<file path="src/rtl/lsu_pkg.sv">
// lsu_pkg: shared size encodings, error codes and FSM state type for the load/store unit.
package lsu_pkg;
  localparam logic [1:0] SZ_BYTE = 2'b00;
  localparam logic [1:0] SZ_HALF = 2'b01;
  localparam logic [1:0] SZ_WORD = 2'b10;
  localparam logic [1:0] SZ_ILL  = 2'b11;
  localparam logic [1:0] ERR_NONE     = 2'b00;
  localparam logic [1:0] ERR_MISALIGN = 2'b01;
  localparam logic [1:0] ERR_ACCESS   = 2'b10;
  localparam logic [1:0] ERR_SIZE     = 2'b11;
  typedef enum logic [1:0] {ST_IDLE, ST_ACCESS, ST_RESP} state_e;
endpackage

</file>
<file path="src/rtl/lsu_align_check.sv">
// lsu_align_check: combinational size/alignment/range check of a load/store request.
// Ports: size, addr in; err (request faults), err_code (highest-priority fault) out.
module lsu_align_check
  import lsu_pkg::*;
#(
  parameter logic [31:0] DMEM_BASE  = 32'h0000_0000,
  parameter int unsigned DMEM_BYTES = 4096
) (
  input  logic [1:0]  size,
  input  logic [31:0] addr,
  output logic        err,
  output logic [1:0]  err_code
);
  logic [32:0] off;
  logic        mis;
  logic        oor;
  always_comb begin
    // Bit 32 of the widened difference flags addresses below DMEM_BASE.
    off      = {1'b0, addr} - {1'b0, DMEM_BASE};
    mis      = (size == SZ_HALF && addr[0]) || (size == SZ_WORD && addr[1:0] != 2'b00);
    oor      = off[32] || (off[31:0] >= 32'(DMEM_BYTES));
    err_code = size == SZ_ILL ? ERR_SIZE : mis ? ERR_MISALIGN : oor ? ERR_ACCESS : ERR_NONE;
    err      = err_code != ERR_NONE;
  end
endmodule

</file>
<file path="src/rtl/lsu_ctrl.sv">
// lsu_ctrl: single-outstanding load/store controller in front of DMEM.
// Ports: clk, rst_n; req_* from EX (valid/ready); flush; resp_* to writeback
// (valid/ready); err_count saturating fault counter; dmem_* control to DMEM and
// dmem_read_data back from it.
module lsu_ctrl
  import lsu_pkg::*;
#(
  parameter logic [31:0] DMEM_BASE  = 32'h0000_0000,
  parameter int unsigned DMEM_BYTES = 4096
) (
  input  logic        clk,
  input  logic        rst_n,
  input  logic        req_valid,
  output logic        req_ready,
  input  logic        req_we,
  input  logic [1:0]  req_size,
  input  logic        req_unsigned,
  input  logic [31:0] req_addr,
  input  logic [31:0] req_wdata,
  input  logic [4:0]  req_rd,
  input  logic        flush,
  output logic        resp_valid,
  input  logic        resp_ready,
  output logic [31:0] resp_rdata,
  output logic [4:0]  resp_rd,
  output logic        resp_err,
  output logic [1:0]  resp_err_code,
  output logic [7:0]  err_count,
  output logic        dmem_write_en,
  output logic        dmem_sign_extend,
  output logic [1:0]  dmem_size,
  output logic [31:0] dmem_addr,
  output logic [31:0] dmem_write_data,
  input  logic [31:0] dmem_read_data
);
  state_e      state_q, state_d;
  logic        we_q, we_d, uns_q, uns_d;
  logic [1:0]  size_q, size_d;
  logic [31:0] addr_q, addr_d, wdata_q, wdata_d;
  logic [31:0] resp_rdata_q, resp_rdata_d;
  logic [4:0]  resp_rd_q, resp_rd_d;
  logic        resp_err_q, resp_err_d;
  logic [1:0]  resp_err_code_q, resp_err_code_d;
  logic [7:0]  err_count_q, err_count_d;
  logic        chk_err;
  logic [1:0]  chk_code;
  logic        acc;

  lsu_align_check #(.DMEM_BASE(DMEM_BASE), .DMEM_BYTES(DMEM_BYTES)) u_chk (
    .size     (req_size),
    .addr     (req_addr),
    .err      (chk_err),
    .err_code (chk_code)
  );

  always_comb begin
    state_d         = state_q;
    we_d            = we_q;
    uns_d           = uns_q;
    size_d          = size_q;
    addr_d          = addr_q;
    wdata_d         = wdata_q;
    resp_rdata_d    = resp_rdata_q;
    resp_rd_d       = resp_rd_q;
    resp_err_d      = resp_err_q;
    resp_err_code_d = resp_err_code_q;
    err_count_d     = err_count_q;
    case (state_q)
      ST_IDLE: if (req_valid && !flush) begin
        we_d            = req_we;
        uns_d           = req_unsigned;
        size_d          = req_size;
        addr_d          = req_addr;
        wdata_d         = req_wdata;
        resp_rd_d       = req_rd;
        resp_rdata_d    = '0;
        resp_err_d      = chk_err;
        resp_err_code_d = chk_code;
        state_d         = chk_err ? ST_RESP : ST_ACCESS;
        err_count_d     = (chk_err && err_count_q != 8'hFF) ? err_count_q + 8'd1 : err_count_q;
      end
      ST_ACCESS: begin
        state_d      = flush ? ST_IDLE : ST_RESP;
        resp_rdata_d = we_q ? '0 : dmem_read_data;
      end
      ST_RESP: state_d = (flush || resp_ready) ? ST_IDLE : ST_RESP;
      default: state_d = ST_IDLE;
    endcase
  end

  always_ff @(posedge clk or negedge rst_n) begin
    if (!rst_n) begin
      state_q         <= ST_IDLE;
      we_q            <= 1'b0;
      uns_q           <= 1'b0;
      size_q          <= SZ_BYTE;
      addr_q          <= '0;
      wdata_q         <= '0;
      resp_rdata_q    <= '0;
      resp_rd_q       <= '0;
      resp_err_q      <= 1'b0;
      resp_err_code_q <= ERR_NONE;
      err_count_q     <= '0;
    end else begin
      state_q         <= state_d;
      we_q            <= we_d;
      uns_q           <= uns_d;
      size_q          <= size_d;
      addr_q          <= addr_d;
      wdata_q         <= wdata_d;
      resp_rdata_q    <= resp_rdata_d;
      resp_rd_q       <= resp_rd_d;
      resp_err_q      <= resp_err_d;
      resp_err_code_q <= resp_err_code_d;
      err_count_q     <= err_count_d;
    end
  end

  // DMEM is only driven in ACCESS; the flush mask on write_en cancels a store in that same cycle.
  assign acc              = state_q == ST_ACCESS;
  assign req_ready        = state_q == ST_IDLE;
  assign resp_valid       = state_q == ST_RESP;
  assign resp_rdata       = resp_rdata_q;
  assign resp_rd          = resp_rd_q;
  assign resp_err         = resp_err_q;
  assign resp_err_code    = resp_err_code_q;
  assign err_count        = err_count_q;
  assign dmem_write_en    = acc && we_q && !flush;
  assign dmem_sign_extend = acc && !we_q && !uns_q;
  assign dmem_size        = acc ? size_q : SZ_BYTE;
  assign dmem_addr        = acc ? addr_q - DMEM_BASE : '0;
  assign dmem_write_data  = acc ? wdata_q : '0;
endmodule
</file>
<file path="config.mk">
export PLATFORM = sky130hd
export DESIGN_NAME = lsu_ctrl
export DESIGN_NICKNAME = d
export VERILOG_FILES = /design/src/rtl/lsu_pkg.sv /design/src/rtl/lsu_align_check.sv /design/src/rtl/lsu_ctrl.sv
export SDC_FILE = /design/constraint.sdc
export NUM_CORES = 1
export LEC_CHECK = 0
export CAP_MARGIN = 20
export CELL_PAD_IN_SITES_DETAIL_PLACEMENT = 0
export CELL_PAD_IN_SITES_GLOBAL_PLACEMENT = 1
export CORE_MARGIN = 2
export CORE_UTILIZATION = 30
export DETAILED_ROUTE_END_ITERATION = 8
export PLACE_DENSITY_LB_ADDON = 0.1
export SETUP_SLACK_MARGIN = 0.15
export SLEW_MARGIN = 20
export SYNTH_ARGS = -nofsm -noshare
export SYNTH_HDL_FRONTEND = slang
export SYNTH_HIERARCHICAL = 1
export SYNTH_SLANG_ARGS = --single-unit
</file>
<file path="constraint.sdc">
create_clock -name clk -period 4 [get_ports clk]
set_clock_uncertainty 0.15 [all_clocks]
set_input_delay 1.2 -clock clk [delete_from_list [all_inputs] [get_ports clk]]
set_output_delay 1.2 -clock clk [all_outputs]
set_load 0.03 [all_outputs]
</file>
==> run_1/final_clocks.png <==
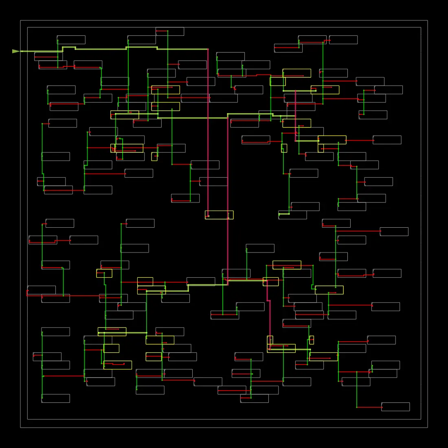
seq_cells: 118
clock network power: 1.38 mW
TritonCTS Buffers: 17
Clock Buffer Count: 25

==> run_1/gate_families.png <==
Scale: 2 px per um.
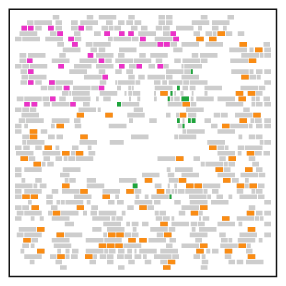
family	colour	cells
AND-OR and OR-AND gates	magenta	32
multiplexers	orange	78
NAND gates	green	12
top logic cell by instance count in the layout: sky130_fd_sc_hd__clkdlybuf4s50_1
combinational share of cell area: 0.2392
non-filler cells, final: 837

==> run_1/clock_map.png <==
Scale: 4 px per um.
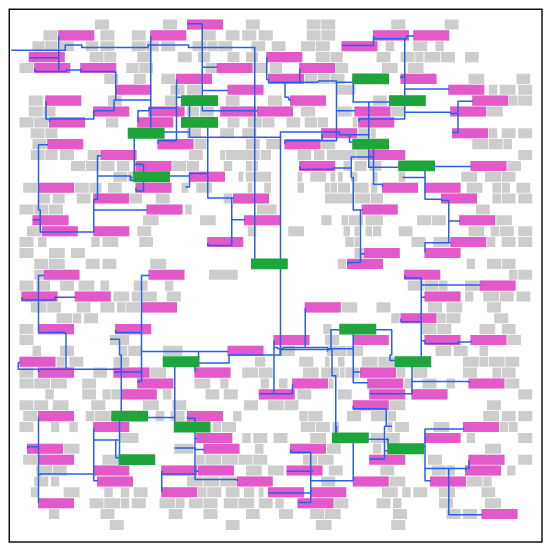
[clock wires] blue | length: 1,750 um
[flip-flops] magenta | count: 118
[cells driving clock nets] green | count: 17
flops lie	spread over the die
routed clock nets	18

==> results.yml, run 1 <==
# synthesis and place-and-route metrics
detailed_routing:
  drt-pass1-iter-count: 4
  drt-initial-drc-count: 153
  antenna_violating_nets_post_route: 0
  route.top_layer_used: "met4"
  wirelength_per_cell_um: 16.00
  vias_per_cell: 4.519
  wl_met2_um: 6488
cells_and_area:
  final.fill_count: 1464
  final-clk-cell-share: 0.06623
  logic_area_mm2: 0.001934
  area_dominant_class: "flip-flops and latches"
  postLayoutCellArea_mm2: 0.008085
  area.share.sequential: 0.3652
  post-route-util: 0.4928
  final-nonclk-buf-share: 0.2929
  dominant_logic_cell_types_in_the_final_layout: "225 x sky130_fd_sc_hd__clkdlybuf4s50_1, 118 x sky130_fd_sc_hd__dfrtp_1, 67 x sky130_fd_sc_hd__mux2_2"
  buffers_excl_clock: 235
  drive_above_1_share: 0.1767
  finish.net_count: 718
  sequential_area_mm2: 0.002953
  number_of_signal_net_inverters_in_the_final_layout: 5
pwr:
  irDropWorstVdd_uv: 258.5
  pwr_density_cell_mw_per_mm2: 428.9
  seq_cell_power_mw: 1.48
  leakagePower_nw: 3.360
  net-switching-power_mw: 0.8844
  design_power_total_mw: 3.467
  power_combinational_mw: 0.601
  largest_power_group: "registers"
  power.share.clock: 0.399
  internal_power_mw: 2.583
setup_path:
  critical_path.reg2reg.startpoint: "state_q[1]"
  reg2reg_to: "err_count[3]"
  critical-path-slowest-cell: "sky130_fd_sc_hd__clkdlybuf4s50_1"
  cp_slowest_stage_delay_ps: 710
  r2r.worst_path.cells: 6
  endpoint_of_the_most_critical_setup_path: "dmem_addr[3]"
  cp_data_required_time_ps: 2650
  critPathKind: "reg2out"
  worst_setup_path_start_kind: "flop"
  r2r_slack_ps: 1870
  timing.critical_path.depth: 4
global_routing:
  remaining_global_route_overflow: 0
  grt_pass1_wl_um: 21580
  globalRouteMet1Util: 0.1877
  met2_routing_resource_usage_after_global_routing: 0.2487
  gr-max-usage-layer: "met2"
  grt_start_max_net_pins: 59
final_timing:
  period_needed_ps: 3623
  final.period_utilization: 0.9058
  unrepaired_setup_endpoints_after_global_routing: "false"
  final.hold.worst_slack_ps: 326.1
  setup_slack_ps: 376.9
  timing.slew.headroom: 0.5135
  hold_violations: 0
synthesis:
  synthesis.area_per_instance_um2: 13.31
  synthCells: 374
  adder_area_share: 0.002513
  yosysTopAreaCell: "sky130_fd_sc_hd__dfrtp_1"
  synth-main-ff-cell: "sky130_fd_sc_hd__dfrtp_1"
  postSynthNetCount: 485
  synth.top_cell.area_share: 0.5931
  yosys-top-cells-area: "sky130_fd_sc_hd__dfrtp_1 59%, sky130_fd_sc_hd__mux2_2 15%, sky130_fd_sc_hd__and2_1 8.3%, sky130_fd_sc_hd__a22o_1 5.6%, sky130_fd_sc_hd__mux2_1 2.3%"
  yosys.stat.chipArea_mm2: 0.004979
  synth_xor_xnor_area_share: 0.007037
  post_synth_instance_area_mm2: 0.004979
  topCombFamilyByArea: "multiplexers"
  synthDistinctLibCells: 36
  ys_seq_frac: 0.5931
  synthMuxAreaShare: 0.1762
  yosys.area_share.aoi: 0.06987
place:
  placed_area_mm2: 0.007546
  io_buffer_count: 227
job:
  warning_count: 26
  drv.max_cap_violation_count: 0
clocking:
  cts-htree-levels: 4
  cts_resized: 0
  cts_hold_buffers: 0
  tritoncts: "built"
  post_cts_setup_buffer_count: 0
  register_clock_pin_slew_on_the_reported_worst_setup_and_hold_paths_ps: 50
die:
  rows: 47
  core_mm2: 0.01641
  fp.dieArea_mm2: 0.01764
  num_tap_cells: 220
run_status:
  status: "finished clean"
==> run 2: changes to the inputs <==
--- a/config.mk
+++ b/config.mk
@@ -10,6 +10,7 @@
 export CELL_PAD_IN_SITES_GLOBAL_PLACEMENT = 1
 export CORE_MARGIN = 2
 export CORE_UTILIZATION = 30
+export CTS_BUF_LIST = sky130_fd_sc_hd__clkbuf_2 sky130_fd_sc_hd__clkbuf_4 sky130_fd_sc_hd__clkbuf_8
 export DETAILED_ROUTE_END_ITERATION = 8
 export PLACE_DENSITY_LB_ADDON = 0.1
 export SETUP_SLACK_MARGIN = 0.15
==> run_2/final_clocks.png <==
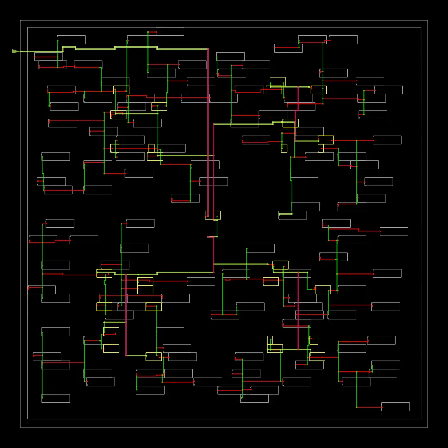
Clock Latency Late Sink: 430 ps
CTS sink cnt: 118
clock network power: 0.980 mW

==> run_2/clock_map.png <==
Scale: 4 px per um.
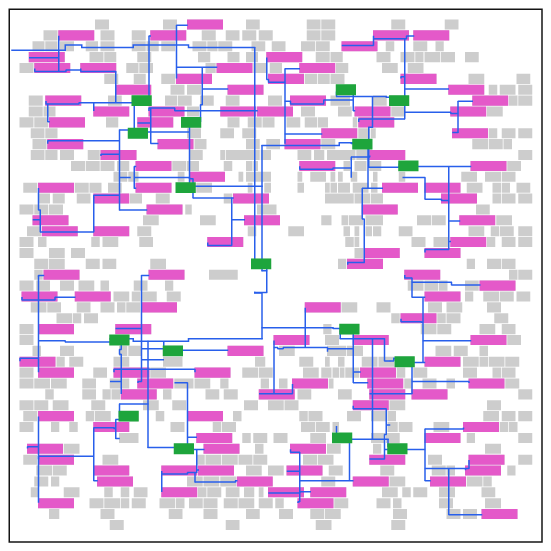
[flip-flops] magenta | count: 118
[clock wires] blue | length: 1,740 um
[cells driving clock nets] green | count: 17
routed clock nets	18
flops lie	spread over the die
power share of the clock group: 0.320

==> run_2/metal_stack.png <==
Scale: 2 px per um.
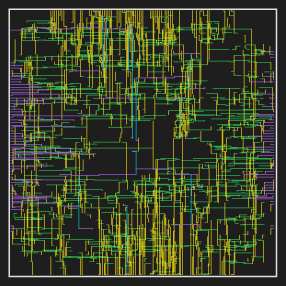
layer	colour	wire length
met3	purple	1,220 um
met1	green	5,460 um
met4	cyan	292 um
met2	yellow	6,460 um

==> run 2 against run 1 <==
Compared with the run above:
- clock power decreased by 29%
- hold slack improved by 3.7 ps
- synthesized cell count stayed put
- total power is 12% lower
- utilization decreased by 1.1 points
- die area unchanged
- fmax down 0.72%
- final area decreased by 2.3%
- sequential share of layout area rose by 0.85 points
- cell count did not move
- non-clock buffer count did not move
- critical endpoint unchanged
- largest power group unchanged
- highest routed layer unchanged
==> results.yml, run 2 <==
# synthesis and place-and-route metrics
die:
  rows: 47
  fp.dieArea_mm2: 0.01764
  core_mm2: 0.01641
  floorplan.io_pins: 228
  num_tap_cells: 220
synthesis:
  synth-main-ff-cell: "sky130_fd_sc_hd__dfrtp_1"
  synthDistinctLibCells: 36
  synthCells: 374
  synthMuxAreaShare: 0.1762
  postSynthNetCount: 485
  yosys.area_share.aoi: 0.06987
  synth.top_cell.area_share: 0.5931
  yosysTopAreaCell: "sky130_fd_sc_hd__dfrtp_1"
  synth_xor_xnor_area_share: 0.007037
  post_synth_instance_area_mm2: 0.004979
  yosys-top-cells-area: "sky130_fd_sc_hd__dfrtp_1 59%, sky130_fd_sc_hd__mux2_2 15%, sky130_fd_sc_hd__and2_1 8.3%, sky130_fd_sc_hd__a22o_1 5.6%, sky130_fd_sc_hd__mux2_1 2.3%"
  ys_seq_frac: 0.5931
  yosys.stat.chipArea_mm2: 0.004979
  topCombFamilyByArea: "multiplexers"
  postSynthRegisterBits: 118
  synthesis.area_per_instance_um2: 13.31
  adder_area_share: 0.002513
cells_and_area:
  number_of_signal_net_inverters_in_the_final_layout: 5
  area_dominant_class: "flip-flops and latches"
  final.fill_count: 1484
  logic_area_mm2: 0.001934
  buffers_excl_clock: 235
  top_logic_cell_by_instance_count_in_the_layout: "sky130_fd_sc_hd__clkdlybuf4s50_1"
  area.share.combinational: 0.2448
  seq_cells: 118
  dominant_logic_cell_types_in_the_final_layout: "225 x sky130_fd_sc_hd__clkdlybuf4s50_1, 118 x sky130_fd_sc_hd__dfrtp_1, 67 x sky130_fd_sc_hd__mux2_2"
  final-nonclk-buf-share: 0.2998
  area.share.sequential: 0.3737
  finish.cell_count_without_fillers: 837
  finish.net_count: 718
  clock_buffers: 25
  post-route-util: 0.4816
  sequential_area_mm2: 0.002953
  postLayoutCellArea_mm2: 0.007901
  drive_above_1_share: 0.1799
  final-clk-cell-share: 0.04450
detailed_routing:
  drt_wl_total_um: 13430
  drc: 0
  route.top_layer_used: "met4"
  met1Wirelength_um: 5462
  antenna_violating_nets_post_route: 0
  wirelength_per_cell_um: 16.05
  wl_met2_um: 6457
  routed-wl-met3_um: 1220
  drt-initial-drc-count: 136
  vias_per_cell: 4.528
  drt-pass1-iter-count: 4
clocking:
  register_clock_pin_slew_on_the_reported_worst_setup_and_hold_paths_ps: 70
  tritoncts: "built"
  cts_hold_buffers: 0
  tritoncts.num_buffers: 17
  post_cts_setup_buffer_count: 0
  cts_resized: 0
  cts-htree-levels: 4
run_status:
  status: "finished clean"
place:
  io_buffer_count: 227
  placed_area_mm2: 0.007546
  gpl.final_weighted_congestion: 0.7980
final_timing:
  actual_slew_at_the_worst_max_slew_pin_ps: 747.0
  final.hold.worst_slack_ps: 329.8
  setup_slack_ps: 350.7
  final_count_of_negative_setup_slack_endpoints: 0
  final.period_utilization: 0.9123
  fmax_ghz: 0.2740
  unrepaired_setup_endpoints_after_global_routing: "false"
  hold_violations: 0
  timing.slew.headroom: 0.5008
  period_needed_ps: 3649
setup_path:
  r2r.worst_path.cells: 6
  critPathKind: "reg2out"
  cp.buffers_inverters: 2
  critical_path.reg2reg.startpoint: "state_q[1]"
  cp_data_required_time_ps: 2650
  timing.critical_path.depth: 4
  critical-path-slowest-cell: "sky130_fd_sc_hd__clkdlybuf4s50_1"
  r2r_slack_ps: 1880
  cp_slowest_stage_delay_ps: 710
  worst_setup_path_start_kind: "flop"
  reg2reg_to: "err_count[3]"
  endpoint_of_the_most_critical_setup_path: "dmem_addr[3]"
pwr:
  pwr_density_cell_mw_per_mm2: 387.3
  leakagePower_nw: 3.279
  power_combinational_mw: 0.600
  p_sw_frac: 0.2704
  largest_power_group: "registers"
  combPwrFrac: 0.196
  irDropWorstVdd_uv: 164.7
  internal_power_mw: 2.233
  seq_cell_power_mw: 1.48
  net-switching-power_mw: 0.8274
  design_power_total_mw: 3.060
job:
  warning_count: 26
  drv.max_cap_violation_count: 0
min_path:
  hp-class: "reg2reg"
global_routing:
  grt.met3_usage: 0.08008
  remaining_global_route_overflow: 0
  gr-max-usage-layer: "met2"
  globalRouteMet1Util: 0.1865
  grt_start_max_net_pins: 59
  grt_pass1_wl_um: 21560
  met2_routing_resource_usage_after_global_routing: 0.2481
Power figures rest on the tool's default switching activity, not on a simulated workload.
